**src/rtl/rst_seq_pkg.sv**
```systemverilog
// Shared types, cause-bit index helpers and a small simulation parameter set
// for the reset sequencer.
package rst_seq_pkg;

    typedef enum logic [1:0] {
        HOLD = 2'd0,
        SEQ  = 2'd1,
        RUN  = 2'd2
    } state_e;

    // Reduced timing so a simulation walks through every phase in a few hundred cycles.
    localparam int SIM_N_REQ       = 2;
    localparam int SIM_N_LOCK      = 1;
    localparam int SIM_N_OUT       = 3;
    localparam int SIM_CNT_W       = 21;
    localparam int SIM_FLT_CYC     = 10;
    localparam int SIM_LOCK_CYC    = 8;
    localparam int SIM_STRETCH_CYC = 4;
    localparam int SIM_GAP_CYC     = 3;

    function automatic int cause_req_idx(input int i);
        return i;
    endfunction

    function automatic int cause_lock_idx(input int n_req, input int j);
        return n_req + j;
    endfunction

    function automatic int cause_soft_idx(input int n_req, input int n_lock);
        return n_req + n_lock;
    endfunction

endpackage

```
**src/rtl/rst_sat_cnt.sv**
```systemverilog
// Saturating up-counter with synchronous clear; counts every cycle the clear
// is low and parks at MAX instead of wrapping.
module rst_sat_cnt #(
    parameter int               CNT_W = 21,
    parameter logic [CNT_W-1:0] MAX   = '1
) (
    input  logic             clk_i,
    input  logic             rst_ni,
    input  logic             clr_i,
    output logic [CNT_W-1:0] cnt_o
);

    logic [CNT_W-1:0] cnt_q, cnt_d;

    always_comb begin
        cnt_d = cnt_q;
        if (clr_i) begin
            cnt_d = '0;
        end else if (cnt_q != MAX) begin
            cnt_d = cnt_q + 1'b1;
        end
    end

    always_ff @(posedge clk_i or negedge rst_ni) begin
        if (!rst_ni) begin
            cnt_q <= '0;
        end else begin
            cnt_q <= cnt_d;
        end
    end

    assign cnt_o = cnt_q;

endmodule

```
**src/rtl/rst_seq_mgr.sv**
```systemverilog
// FPGA reset manager: filters reset requests, qualifies PLL lock, then releases
// the reset outputs one stage at a time and keeps sticky reset-cause bits.
module rst_seq_mgr
    import rst_seq_pkg::*;
#(
    parameter int          N_REQ       = 2,
    parameter int          N_LOCK      = 1,
    parameter int          N_OUT       = 3,
    parameter int          CNT_W       = 21,
    parameter int unsigned FLT_CYC     = 21'h1312D0,
    parameter int unsigned LOCK_CYC    = 254,
    parameter int unsigned STRETCH_CYC = 8,
    parameter int unsigned GAP_CYC     = 16
) (
    input  logic                    fpga_10m_clk,
    input  logic                    fpga_rst_n,
    input  logic [N_REQ-1:0]        rst_req_n,
    input  logic [N_LOCK-1:0]       pll_locked,
    input  logic                    soft_rst,
    input  logic                    cause_clr,
    output logic [N_OUT-1:0]        rst_out,
    output logic                    rst_done,
    output logic [N_REQ+N_LOCK:0]   rst_cause
);

    localparam int CW    = N_REQ + N_LOCK + 1;
    localparam int STG_W = (N_OUT > 1) ? $clog2(N_OUT) : 1;

    localparam logic [CNT_W-1:0] FLT_MAX  = CNT_W'(FLT_CYC);
    localparam logic [CNT_W-1:0] LOCK_MAX = CNT_W'(LOCK_CYC);
    localparam logic [CNT_W-1:0] STR_MAX  = CNT_W'(STRETCH_CYC);
    localparam logic [CNT_W-1:0] STR_LAST = CNT_W'(STRETCH_CYC - 1);
    localparam logic [CNT_W-1:0] GAP_MAX  = CNT_W'(GAP_CYC);
    localparam logic [CNT_W-1:0] GAP_LAST = CNT_W'(GAP_CYC - 1);
    localparam logic [STG_W-1:0] LAST_STG = STG_W'(N_OUT - 1);

    // Lock terms start out active, so their edge history resets high and the
    // power-up lock acquisition is not logged as a lock loss.
    localparam logic [CW-1:0] PREV_RST = {1'b0, {N_LOCK{1'b1}}, {N_REQ{1'b0}}};

    logic [N_REQ-1:0]  req_s1_q, req_s2_q;
    logic [N_LOCK-1:0] lock_s1_q, lock_s2_q;

    logic [CNT_W-1:0]  flt_cnt  [N_REQ];
    logic [CNT_W-1:0]  lock_cnt [N_LOCK];
    logic [CNT_W-1:0]  stretch_cnt, gap_cnt;
    logic [N_REQ-1:0]  req_act;
    logic [N_LOCK-1:0] lock_ok;
    logic              trigger, gap_hit;

    logic [CW-1:0]     terms, trig_prev_q, cause_q, cause_d;

    state_e            state_q, state_d;
    logic [STG_W-1:0]  stage_q, stage_d;
    logic [N_OUT-1:0]  out_q, out_d;
    logic              done_q, done_d;

    always_ff @(posedge fpga_10m_clk or negedge fpga_rst_n) begin
        if (!fpga_rst_n) begin
            req_s1_q  <= '0;
            req_s2_q  <= '0;
            lock_s1_q <= '0;
            lock_s2_q <= '0;
        end else begin
            req_s1_q  <= rst_req_n;
            req_s2_q  <= req_s1_q;
            lock_s1_q <= pll_locked;
            lock_s2_q <= lock_s1_q;
        end
    end

    for (genvar i = 0; i < N_REQ; i++) begin : g_flt
        rst_sat_cnt #(.CNT_W(CNT_W), .MAX(FLT_MAX)) u_flt (
            .clk_i  (fpga_10m_clk),
            .rst_ni (fpga_rst_n),
            .clr_i  (req_s2_q[i]),
            .cnt_o  (flt_cnt[i])
        );
        assign req_act[i] = (flt_cnt[i] == FLT_MAX);
    end

    for (genvar j = 0; j < N_LOCK; j++) begin : g_lock
        rst_sat_cnt #(.CNT_W(CNT_W), .MAX(LOCK_MAX)) u_lock (
            .clk_i  (fpga_10m_clk),
            .rst_ni (fpga_rst_n),
            .clr_i  (~lock_s2_q[j]),
            .cnt_o  (lock_cnt[j])
        );
        assign lock_ok[j] = lock_s2_q[j] && (lock_cnt[j] == LOCK_MAX);
    end

    assign terms   = {soft_rst, ~lock_ok, req_act};
    assign trigger = |terms;
    assign gap_hit = (gap_cnt == GAP_LAST);

    rst_sat_cnt #(.CNT_W(CNT_W), .MAX(STR_MAX)) u_stretch (
        .clk_i  (fpga_10m_clk),
        .rst_ni (fpga_rst_n),
        .clr_i  (trigger || (state_q != HOLD)),
        .cnt_o  (stretch_cnt)
    );

    rst_sat_cnt #(.CNT_W(CNT_W), .MAX(GAP_MAX)) u_gap (
        .clk_i  (fpga_10m_clk),
        .rst_ni (fpga_rst_n),
        .clr_i  ((state_q != SEQ) || gap_hit),
        .cnt_o  (gap_cnt)
    );

    // A cause bit latches on the rising edge of its term; a new set outranks a clear.
    always_comb begin
        cause_d = (cause_clr ? '0 : cause_q) | (terms & ~trig_prev_q);
    end

    always_comb begin
        state_d = state_q;
        stage_d = stage_q;
        out_d   = out_q;
        done_d  = done_q;
        unique case (state_q)
            HOLD: begin
                out_d  = '1;
                done_d = 1'b0;
                if (!trigger && (stretch_cnt == STR_LAST)) begin
                    state_d = SEQ;
                    stage_d = '0;
                end
            end
            SEQ: begin
                if (trigger) begin
                    state_d = HOLD;
                    out_d   = '1;
                    done_d  = 1'b0;
                end else if (gap_hit) begin
                    out_d[stage_q] = 1'b0;
                    if (stage_q == LAST_STG) begin
                        state_d = RUN;
                        done_d  = 1'b1;
                    end else begin
                        stage_d = stage_q + 1'b1;
                    end
                end
            end
            RUN: begin
                if (trigger) begin
                    state_d = HOLD;
                    out_d   = '1;
                    done_d  = 1'b0;
                end else begin
                    out_d   = '0;
                    done_d  = 1'b1;
                end
            end
            default: begin
                state_d = HOLD;
                out_d   = '1;
                done_d  = 1'b0;
            end
        endcase
    end

    always_ff @(posedge fpga_10m_clk or negedge fpga_rst_n) begin
        if (!fpga_rst_n) begin
            state_q     <= HOLD;
            stage_q     <= '0;
            out_q       <= '1;
            done_q      <= 1'b0;
            cause_q     <= '0;
            trig_prev_q <= PREV_RST;
        end else begin
            state_q     <= state_d;
            stage_q     <= stage_d;
            out_q       <= out_d;
            done_q      <= done_d;
            cause_q     <= cause_d;
            trig_prev_q <= terms;
        end
    end

    assign rst_out   = out_q;
    assign rst_done  = done_q;
    assign rst_cause = cause_q;

endmodule

```
**config.mk**
```make
export PLATFORM = sky130hd
export DESIGN_NAME = rst_seq_mgr
export DESIGN_NICKNAME = d
export VERILOG_FILES = /design/src/rtl/rst_seq_pkg.sv /design/src/rtl/rst_sat_cnt.sv /design/src/rtl/rst_seq_mgr.sv
export SDC_FILE = /design/constraint.sdc
export NUM_CORES = 1
export LEC_CHECK = 0
export CAP_MARGIN = 20
export CORE_ASPECT_RATIO = 0.5
export CORE_UTILIZATION = 55
export CTS_CLUSTER_SIZE = 8
export DETAILED_ROUTE_END_ITERATION = 8
export DONT_BUFFER_PORTS = 1
export GPL_TIMING_DRIVEN = 0
export PLACE_DENSITY_LB_ADDON = 0.08
export SLEW_MARGIN = 20
export SYNTH_ARGS = -nofsm -noshare
export SYNTH_HDL_FRONTEND = slang
export SYNTH_HIERARCHICAL = 1
export SYNTH_SLANG_ARGS = --single-unit
```
**constraint.sdc**
```tcl
create_clock -name fpga_10m_clk -period 2.5 [get_ports fpga_10m_clk]
set_clock_uncertainty 0.05 [all_clocks]
set_input_delay 0.25 -clock fpga_10m_clk [delete_from_list [all_inputs] [get_ports fpga_10m_clk]]
set_output_delay 0.25 -clock fpga_10m_clk [all_outputs]
set_load 0.03 [all_outputs]
```
Figure 1. Supply network (run 1).
Bar = 50 um. Pins as bars on the die edge.
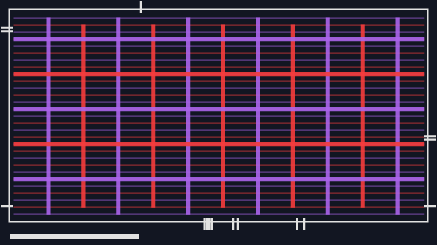
Key: VDD = red; VSS = purple
5 straps on met5. 11 straps on met4. The core has 28 rows.

Figure 2. Cells coloured by class (run 1).
Fill, decap, tap and diode cells in grey.
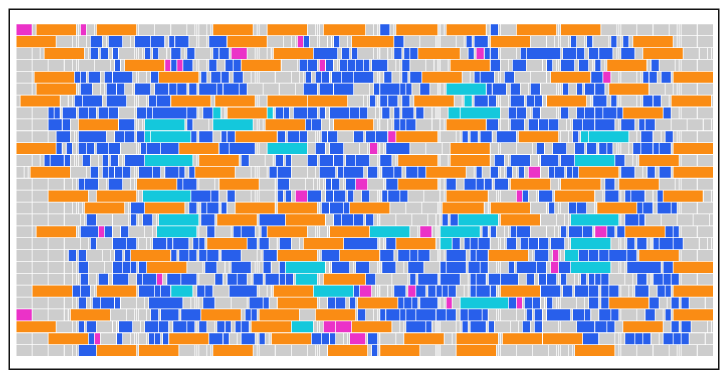
Key: clock drivers and dummy loads = cyan [cells 32, share of their area 8.1%]; other buffers and delay cells = magenta [cells 30, share of their area 2.3%]; all other logic = blue [cells 603, share of their area 49%]; flip-flops = orange [cells 127, share of their area 41%]

Figure 3. Clock network drawn from the DEF (run 1).
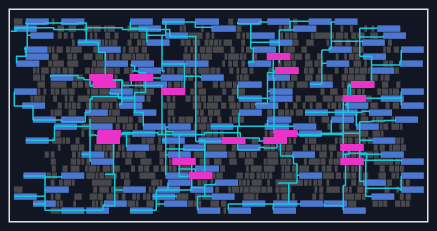
Key: clock wires = cyan [length 1,690 um]; flip-flops = blue [count 127]; cells driving clock nets = magenta [count 17]
There are 18 routed clock nets.

==> flow_summary.ini, run 1 <==
; generated from flow reports
[outcome]
violations = hold timing
status = finished, violations left

[cts]
cts_made_buffers = 17
cts.sinks = 127
clock_path_buffers = 2
cts-root-buf = clkbuf_16
clkLatencyLatePin_ns = 0.40
ctsHoldBuffers = 5
cts_tree = built

[timing]
hold_violations = 127
holdWs_ns = -0.5128
relSlewSlack_pct = 52.36
max_freq_mhz = 406.6
fin_tns_setup_ns = 0
finalSetupViolations = 0
finalMaxSlewViolations = 0
setup_slack_ns = 0.04087

[worst_setup_path]
worstSetupStartpoint = g_lock[0].u_lock/cnt_o[9]$_DFFE_PN0P_
critPathMaxFanout = 4
cpPeakStageDelay_ns = 0.58
critical_path_class = reg -> reg
crit_buf_inv = 0
slowest_stage = or4_4
regToRegEndpoint = stage_q[1]$_DFFE_PN0P_
reg2reg_from = g_lock[0].u_lock/cnt_o[9]$_DFFE_PN0P_
path_cells = nor4_2 > and3_1 > nand4_2 > or4_4 > or4b_1 > nand3_1
rr_worst_depth = 6
rrSetupSlack_ns = 0.04
path_depth = 6
crit_path_start_kind = register

[pwr]
vdd_drop_max_mv = 0.4679
seq_power_share_pct = 43.7
p_per_area_nw_per_um2 = 600.5
maxPowerGroup = the clock network
pg_comb_mw = 0.0928
p_sw_mw = 0.9707
pg_clk_mw = 2.63
p_seq_mw = 2.11
p_int_mw = 3.863

[grt]
antenna_found_initial = 0
grt_first_pass_wirelength_um = 25930
overflow = 0
use_met2_pct = 39.87
grt_max_degree = 128
met3_usage_pct = 6.010
grt_pass1_vias = 5327

[job]
warnings = 39
drv_cap = 0

[finish]
fin_area_um2 = 8050
final_core_util_pct = 66.22
nonClockInverterCount = 44
synthToLayoutAreaGrowth_pct = 14.24
final.fill_count = 983
buffers = 30
nClkBuffers = 22
fin_cells = 957
seq_cell_count = 127
clockNetworkAreaShare_pct = 7.864
seq_area_um2 = 3191
largest_register_ffs = 42
drive_gt1_share_pct = 13.01
largestClassByArea = combinational gates
combGateArea_um2 = 3677

[placement]
place_area_um2 = 7253
hpwl_um = 9804
port_buffers = 0

[worst_hold_path]
hp-class = in -> async

[floorplanning]
io_pins = 15
dieWidth_um = 162.1
tap_cells = 165
dieHeight_um = 82.04
core_um2 = 12160
fp_util_pct = 57.97
die_area_um2 = 13300

[logic_synthesis]
yosysCellCount = 750
avgSynthCellArea_um2 = 9.396
yosysTopAreaCellShare_pct = 43.68
ys_area_um2 = 7047
yosys_warnings = 6
xor_share_pct = 5.469
synth-seq-cells = 127
synthAdderAreaFrac_pct = 2.841
syn-cell-area_um2 = 7047
ys_types = 63
async_reset_ff_share_pct = 100.0
top_area_cell = dfrtp_1
area_leaders = dfrtp_1, nor2_1, xnor2_1, a21oi_1, nand3_1
simple_gate_area_share_pct = 30.70
synthCells = 750
top_cells_by_count = dfrtp_1, nor2_1, nand2_1, a21oi_1, inv_1
synth_top_cell_by_count = dfrtp_1
edf_count = 0

[routing]
route.met3.wl_um = 699
met2WireLength_um = 7132
drcViolationCount = 0
wl_met1_um = 7483
avgViaCountPerCell = 6.076
post_drt_wl_per_cell_um = 16.17
first_pass_iters = 5
vias = 5815
top_layer = met4
==> inputs of run 2 (changes only) <==
--- a/config.mk
+++ b/config.mk
@@ -5,6 +5,7 @@
 export SDC_FILE = /design/constraint.sdc
 export NUM_CORES = 1
 export LEC_CHECK = 0
+export ABC_CLOCK_PERIOD_IN_PS = 2500
 export CAP_MARGIN = 20
 export CORE_ASPECT_RATIO = 0.5
 export CORE_UTILIZATION = 55
@@ -12,6 +13,7 @@
 export DETAILED_ROUTE_END_ITERATION = 8
 export DONT_BUFFER_PORTS = 1
 export GPL_TIMING_DRIVEN = 0
+export HOLD_SLACK_MARGIN = 0.02
 export PLACE_DENSITY_LB_ADDON = 0.08
 export SLEW_MARGIN = 20
 export SYNTH_ARGS = -nofsm -noshare
Figure 4. Metal layers overlaid (run 2).
Bar = 50 um. Two of the layers only.
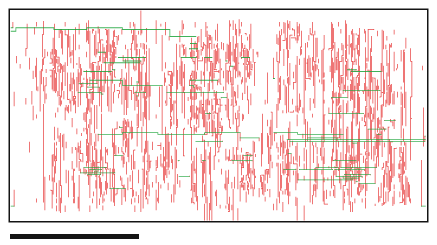
Key: met3 = green [wire length 700 um]; met2 = red [wire length 7,130 um]

Figure 5. Clock routing (run 2).
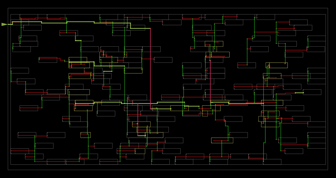
clkbuf count: 22
P_clk: 2.63 mW
Flops: 127

Figure 6. Cells coloured by class (run 2).
Fill, decap, tap and diode cells in grey.
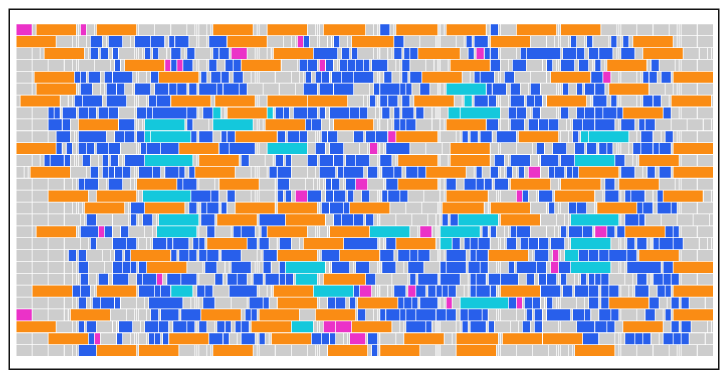
Seq area share: 39.63%
design area: 8050 um2
utilization after layout: 66.22%
Core Region: 12,160 um2
Site Rows: 28

==> flow_summary.ini, run 2 <==
; generated from flow reports
[grt]
overflow = 0
met3_usage_pct = 6.010
grt_max_degree = 128
grt_pass1_vias = 5327
grt_first_pass_wirelength_um = 25930
antenna_found_initial = 0
use_met2_pct = 39.87

[routing]
vias = 5815
drcViolationCount = 0
avgViaCountPerCell = 6.076
first_pass_iters = 5
wl_met1_um = 7483
top_layer = met4
route.met3.wl_um = 699
post_drt_wl_per_cell_um = 16.17

[job]
drv_cap = 0
warnings = 39

[pwr]
pg_comb_mw = 0.0928
p_seq_mw = 2.11
vdd_drop_max_mv = 0.4679
p_per_area_nw_per_um2 = 600.5
p_int_mw = 3.863
p_sw_mw = 0.9707
seq_power_share_pct = 43.7
maxPowerGroup = the clock network

[outcome]
violations = hold timing
status = finished, violations left

[timing]
max_freq_mhz = 406.6
holdWs_ns = -0.5128
finalSetupViolations = 0
fin_tns_setup_ns = 0
relSlewSlack_pct = 52.36
hold_violations = 127
setup_slack_ns = 0.04087

[logic_synthesis]
yosysTopAreaCellShare_pct = 43.68
async_reset_ff_share_pct = 100.0
ys_types = 63
avgSynthCellArea_um2 = 9.396
synth-seq-cells = 127
top_cells_by_count = dfrtp_1, nor2_1, nand2_1, a21oi_1, inv_1
edf_count = 0
area_leaders = dfrtp_1, nor2_1, xnor2_1, a21oi_1, nand3_1
synthAdderAreaFrac_pct = 2.841
synthCells = 750
yosys_warnings = 6
syn-cell-area_um2 = 7047
yosysCellCount = 750
simple_gate_area_share_pct = 30.70

[worst_setup_path]
reg2reg_from = g_lock[0].u_lock/cnt_o[9]$_DFFE_PN0P_
regToRegEndpoint = stage_q[1]$_DFFE_PN0P_
path_cells = nor4_2 > and3_1 > nand4_2 > or4_4 > or4b_1 > nand3_1
rrSetupSlack_ns = 0.04
crit_buf_inv = 0
rr_worst_depth = 6
crit_path_start_kind = register
critPathMaxFanout = 4
worstSetupStartpoint = g_lock[0].u_lock/cnt_o[9]$_DFFE_PN0P_
cpPeakStageDelay_ns = 0.58
slowest_stage = or4_4

[cts]
cts_made_buffers = 17
cts-root-buf = clkbuf_16
cts_setup_buffers = 3
ctsHoldBuffers = 5
cts_tree = built
cts.sinks = 127
clkLatencyLatePin_ns = 0.40

[floorplanning]
io_pins = 15
dieWidth_um = 162.1
tap_cells = 165
dieHeight_um = 82.04
fp_util_pct = 57.97
die_area_um2 = 13300

[finish]
drive_gt1_share_pct = 13.01
seq_area_um2 = 3191
multi_input_comb_cells = 559
largest_register_ffs = 42
largestClassByArea = combinational gates
fin_cells = 957
synthToLayoutAreaGrowth_pct = 14.24
final_cell_mix = dfrtp_1, nor2_1, inv_1, nand2_1, a21oi_1
buffers = 30
clockNetworkAreaShare_pct = 7.864
nonClockInverterCount = 44
combGateArea_um2 = 3677

[placement]
hpwl_um = 9804
place_area_um2 = 7253

[worst_hold_path]
hp-class = in -> async
Power is estimated from default activity; no workload was simulated.
